<file path="src/rtl/code_energy_acc_pkg.sv">
// Shared constants for the code-vector energy accumulator (Gain_predict front end).
// Provides the default subframe length and the FSM state encoding.
package code_energy_acc_pkg;

   localparam int unsigned L_SUBFR = 40;
   localparam int unsigned CNT_W   = 12;

   typedef enum logic [1:0] {
      IDLE       = 2'd0,
      FETCH      = 2'd1,
      ACC        = 2'd2,
      DONE_STATE = 2'd3
   } state_t;

endpackage

</file>
<file path="src/rtl/code_energy_acc.sv">
// Accumulates L_x = sum of L_mac(code[i], code[i]) over NUM_SAMPLES scratch words for Log2.
// Optional sticky saturation flag output energy_ovf when CODE_ENERGY_OVF_FLAG_EN is defined.
module code_energy_acc
   import code_energy_acc_pkg::*;
#(
   parameter int unsigned NUM_SAMPLES = L_SUBFR,
   parameter int unsigned ADDR_W      = 12
) (
   input  logic              clock,
   input  logic              reset,
   input  logic              start,
   input  logic [ADDR_W-1:0] base_addr,
   output logic [ADDR_W-1:0] scratch_mem_read_addr,
   input  logic [31:0]       scratch_mem_in,
   output logic [15:0]       L_mac_outa,
   output logic [15:0]       L_mac_outb,
   output logic [31:0]       L_mac_outc,
   input  logic [31:0]       L_mac_in,
   input  logic              L_mac_overflow,
   output logic [31:0]       L_x,
   output logic              done
`ifdef CODE_ENERGY_OVF_FLAG_EN
   ,
   output logic              energy_ovf
`endif
);

   state_t             state_q, state_d;
   logic [31:0]        acc_q, acc_d;
   logic [CNT_W-1:0]   cnt_q, cnt_d;
   logic [ADDR_W-1:0]  base_q, base_d;
   logic [31:0]        lx_q, lx_d;
   logic               done_q, done_d;
   logic               last_sample;

   assign last_sample = (cnt_q == CNT_W'(NUM_SAMPLES - 1));

   always_ff @(posedge clock or posedge reset) begin
      if (reset) begin
         state_q <= IDLE;
         acc_q   <= '0;
         cnt_q   <= '0;
         base_q  <= '0;
         lx_q    <= '0;
         done_q  <= 1'b0;
      end else begin
         state_q <= state_d;
         acc_q   <= acc_d;
         cnt_q   <= cnt_d;
         base_q  <= base_d;
         lx_q    <= lx_d;
         done_q  <= done_d;
      end
   end

   always_comb begin
      state_d = state_q;
      unique case (state_q)
         IDLE:       if (start) state_d = FETCH;
         FETCH:      state_d = ACC;
         ACC:        if (last_sample) state_d = DONE_STATE;
         DONE_STATE: state_d = IDLE;
         default:    state_d = IDLE;
      endcase
   end

   // Read data lags the address by one cycle, so ACC always prefetches the next sample.
   always_comb begin
      scratch_mem_read_addr = '0;
      L_mac_outa            = '0;
      L_mac_outb            = '0;
      L_mac_outc            = '0;
      unique case (state_q)
         FETCH: scratch_mem_read_addr = base_q;
         ACC: begin
            scratch_mem_read_addr = base_q + ADDR_W'(cnt_q) + ADDR_W'(1);
            L_mac_outa            = scratch_mem_in[15:0];
            L_mac_outb            = scratch_mem_in[15:0];
            L_mac_outc            = acc_q;
         end
         default: ;
      endcase
   end

   always_comb begin
      acc_d  = acc_q;
      cnt_d  = cnt_q;
      base_d = base_q;
      lx_d   = lx_q;
      done_d = 1'b0;
      unique case (state_q)
         IDLE: begin
            if (start) begin
               base_d = base_addr;
               acc_d  = '0;
               cnt_d  = '0;
            end
         end
         ACC: begin
            acc_d = L_mac_in;
            cnt_d = cnt_q + CNT_W'(1);
            if (last_sample) begin
               lx_d   = L_mac_in;
               done_d = 1'b1;
            end
         end
         default: ;
      endcase
   end

   assign L_x  = lx_q;
   assign done = done_q;

`ifdef CODE_ENERGY_OVF_FLAG_EN
   logic ovf_q, ovf_d;

   always_comb begin
      ovf_d = ovf_q;
      if (state_q == IDLE && start) ovf_d = 1'b0;
      else if (state_q == ACC && L_mac_overflow) ovf_d = 1'b1;
   end

   always_ff @(posedge clock or posedge reset) begin
      if (reset) ovf_q <= 1'b0;
      else       ovf_q <= ovf_d;
   end

   assign energy_ovf = ovf_q;

   logic unused_hi;
   assign unused_hi = ^scratch_mem_in[31:16];
`else
   logic unused_hi;
   assign unused_hi = ^{scratch_mem_in[31:16], L_mac_overflow};
`endif

endmodule

</file>
<file path="config.mk">
export PLATFORM = sky130hd
export DESIGN_NAME = code_energy_acc
export DESIGN_NICKNAME = d
export VERILOG_FILES = /design/src/rtl/code_energy_acc_pkg.sv /design/src/rtl/code_energy_acc.sv
export SDC_FILE = /design/constraint.sdc
export NUM_CORES = 1
export LEC_CHECK = 0
export ABC_CLOCK_PERIOD_IN_PS = 3140
export CORE_UTILIZATION = 45
export CTS_BUF_LIST = sky130_fd_sc_hd__clkbuf_4
export CTS_CLUSTER_SIZE = 40
export DETAILED_ROUTE_END_ITERATION = 6
export GPL_TIMING_DRIVEN = 1
export PLACE_DENSITY = 0.84
export REMOVE_ABC_BUFFERS = 1
export SLEW_MARGIN = 25
export SYNTH_ARGS = -nofsm -noshare
export SYNTH_HDL_FRONTEND = slang
export SYNTH_SLANG_ARGS = --single-unit
</file>
<file path="constraint.sdc">
create_clock -name clock -period 3.14 [get_ports clock]
set_input_delay 0.471 -clock clock [delete_from_list [all_inputs] [get_ports clock]]
set_output_delay 0.471 -clock clock [all_outputs]
set_load 0.1 [all_outputs]
</file>
Figure 1. Placed cells, one color a class (run 1).
(4 px per um)
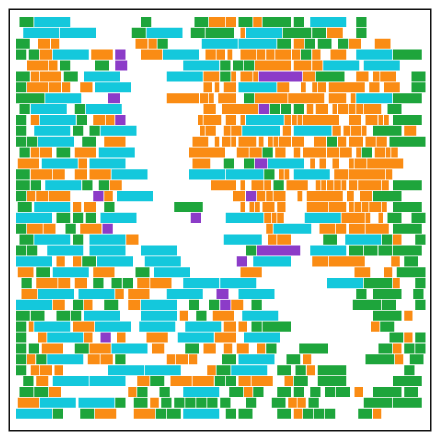
[clock drivers and dummy loads] purple | cells: 16
[flip-flops] cyan | cells: 91
[all other logic] orange | cells: 280
[other buffers and delay cells] green | cells: 197

Figure 2. Clock routing (run 1).
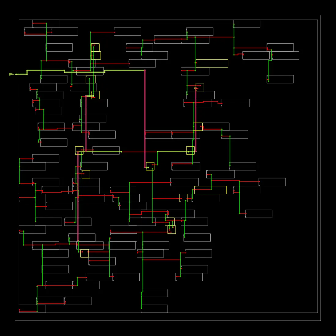
CTS buffer count: 9
Flops: 91
Max Clock Skew: 13.91 ps

==> impl_metrics.py <==
# Synthesis and PnR figures
metrics = {
    "finish": {
        "final_cell_mix": "105 x buf_4, 81 x dfrtp_1, 62 x clkdlybuf4s50_1",
        "fill_cells": 720,
        "nMultiInputCombCells": 272,
        "final-instance-count-excl-fill": 720,
        "clockBufferCount": 10,
        "dominant_cells": "logic gates",
        "fin_area_mm2": 0.007109,
        "combGateArea_mm2": 0.002434,
        "register_area_mm2": 0.002290,
        "n_antenna_cell": 0,
        "drive_gt1_frac": 0.4127,
        "areaGrowthSynthToFinish_pct": 48.90,
        "buffers": 197,
        "final_common_cell": "buf_4",
        "comb_share": 0.3423,
        "inverters": 8,
    },
    "worst_setup_path": {
        "reg2reg_from": "cnt_q[3]$_DFFE_PP0P_",
        "ff2ff_setup_slack_ps": 550,
        "end_kind": "output port",
        "slowest_delay_ps": 420,
        "arrival_ps": 2860,
        "worst-path-buf-inv": 4,
        "ff2ff_path_depth": 6,
        "cp-endpoint": "scratch_mem_read_addr[10]",
    },
    "timing": {
        "finalSetupTns_ps": -536.9,
        "setup_ws_ps": -192.9,
        "whs_ps": 433.5,
        "finalCritPeriodShare": 1.061,
        "setup_violations": 4,
        "rsz0062_at_grt": "true",
    },
    "drt": {
        "num_vias": 3827,
        "drt_iter0_markers": 156,
        "met3WireLength_um": 905,
        "detail-route-antenna-nets": 0,
        "drc_errors": 0,
    },
    "floorplanning": {
        "chipWidth_um": 105.0,
        "rows": 37,
        "boundaryPins": 189,
        "core_mm2": 0.01032,
        "chipArea_mm2": 0.01103,
    },
    "synthesis": {
        "ys_cells": 409,
        "ys_sh_xor": 0.02201,
        "area_leaders": "dfrtp_1 48%, mux2_4 9.1%, and2_1 6.6%, a22o_1 6.1%, mux2_2 4.0%",
        "synthArstFlopShare": 1.000,
        "ys_warn_count": 0,
        "syn-cell-area_mm2": 0.004775,
        "simple_gate_area_frac": 0.1468,
        "ys_sh_aoi": 0.1192,
        "synth-edff-count": 0,
        "yosys_area_mm2": 0.004775,
    },
    "placed_design": {
        "hpwl_mm": 8.573,
        "place_inst": 685,
        "place_ws_ps": 69.33,
        "port-buffer-count": 171,
    },
    "global_route": {
        "grt_max_degree": 54,
        "use_met2": 0.4115,
        "overflow": 0,
        "grt.met1_usage": 0.2677,
        "grt_use_met3": 0.06301,
    },
    "clock_tree": {
        "cts_setup_buffers": 10,
        "cts_root_buf": "clkbuf_4",
        "hold_buffers": 0,
        "clk_latency_ps": 440,
        "cts_buffer_depth": 2,
        "cts_resized": 29,
        "cts_tree": "yes",
    },
    "worst_hold_path": {
        "min_path_type": "input port to async pin",
    },
    "job": {
        "maxCapViolCount": 0,
        "tool_warnings": 46,
    },
    "status": {
        "status": "complete, but fails checks",
        "violations": "negative setup slack",
    },
}
Figure 3. Wiring heat map (run 1).
(4 px per um) The die is cut into 21 by 21 equal tiles; dark purple is low, yellow is high, scaled to the fullest tile. Values are wire area over tile area, all layers added.
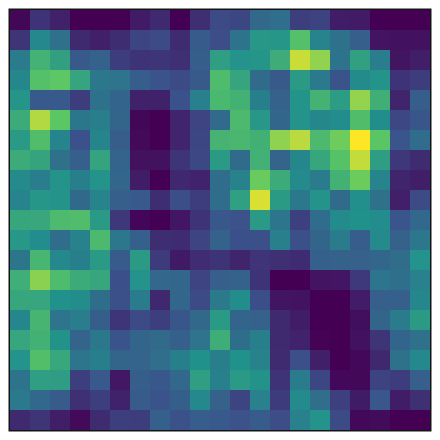
fullest tile: 0.55
mean over tiles: 0.19
emptiest ninth of the die: south-east
densest ninth of the die: west
nearly empty tiles: 5.7%

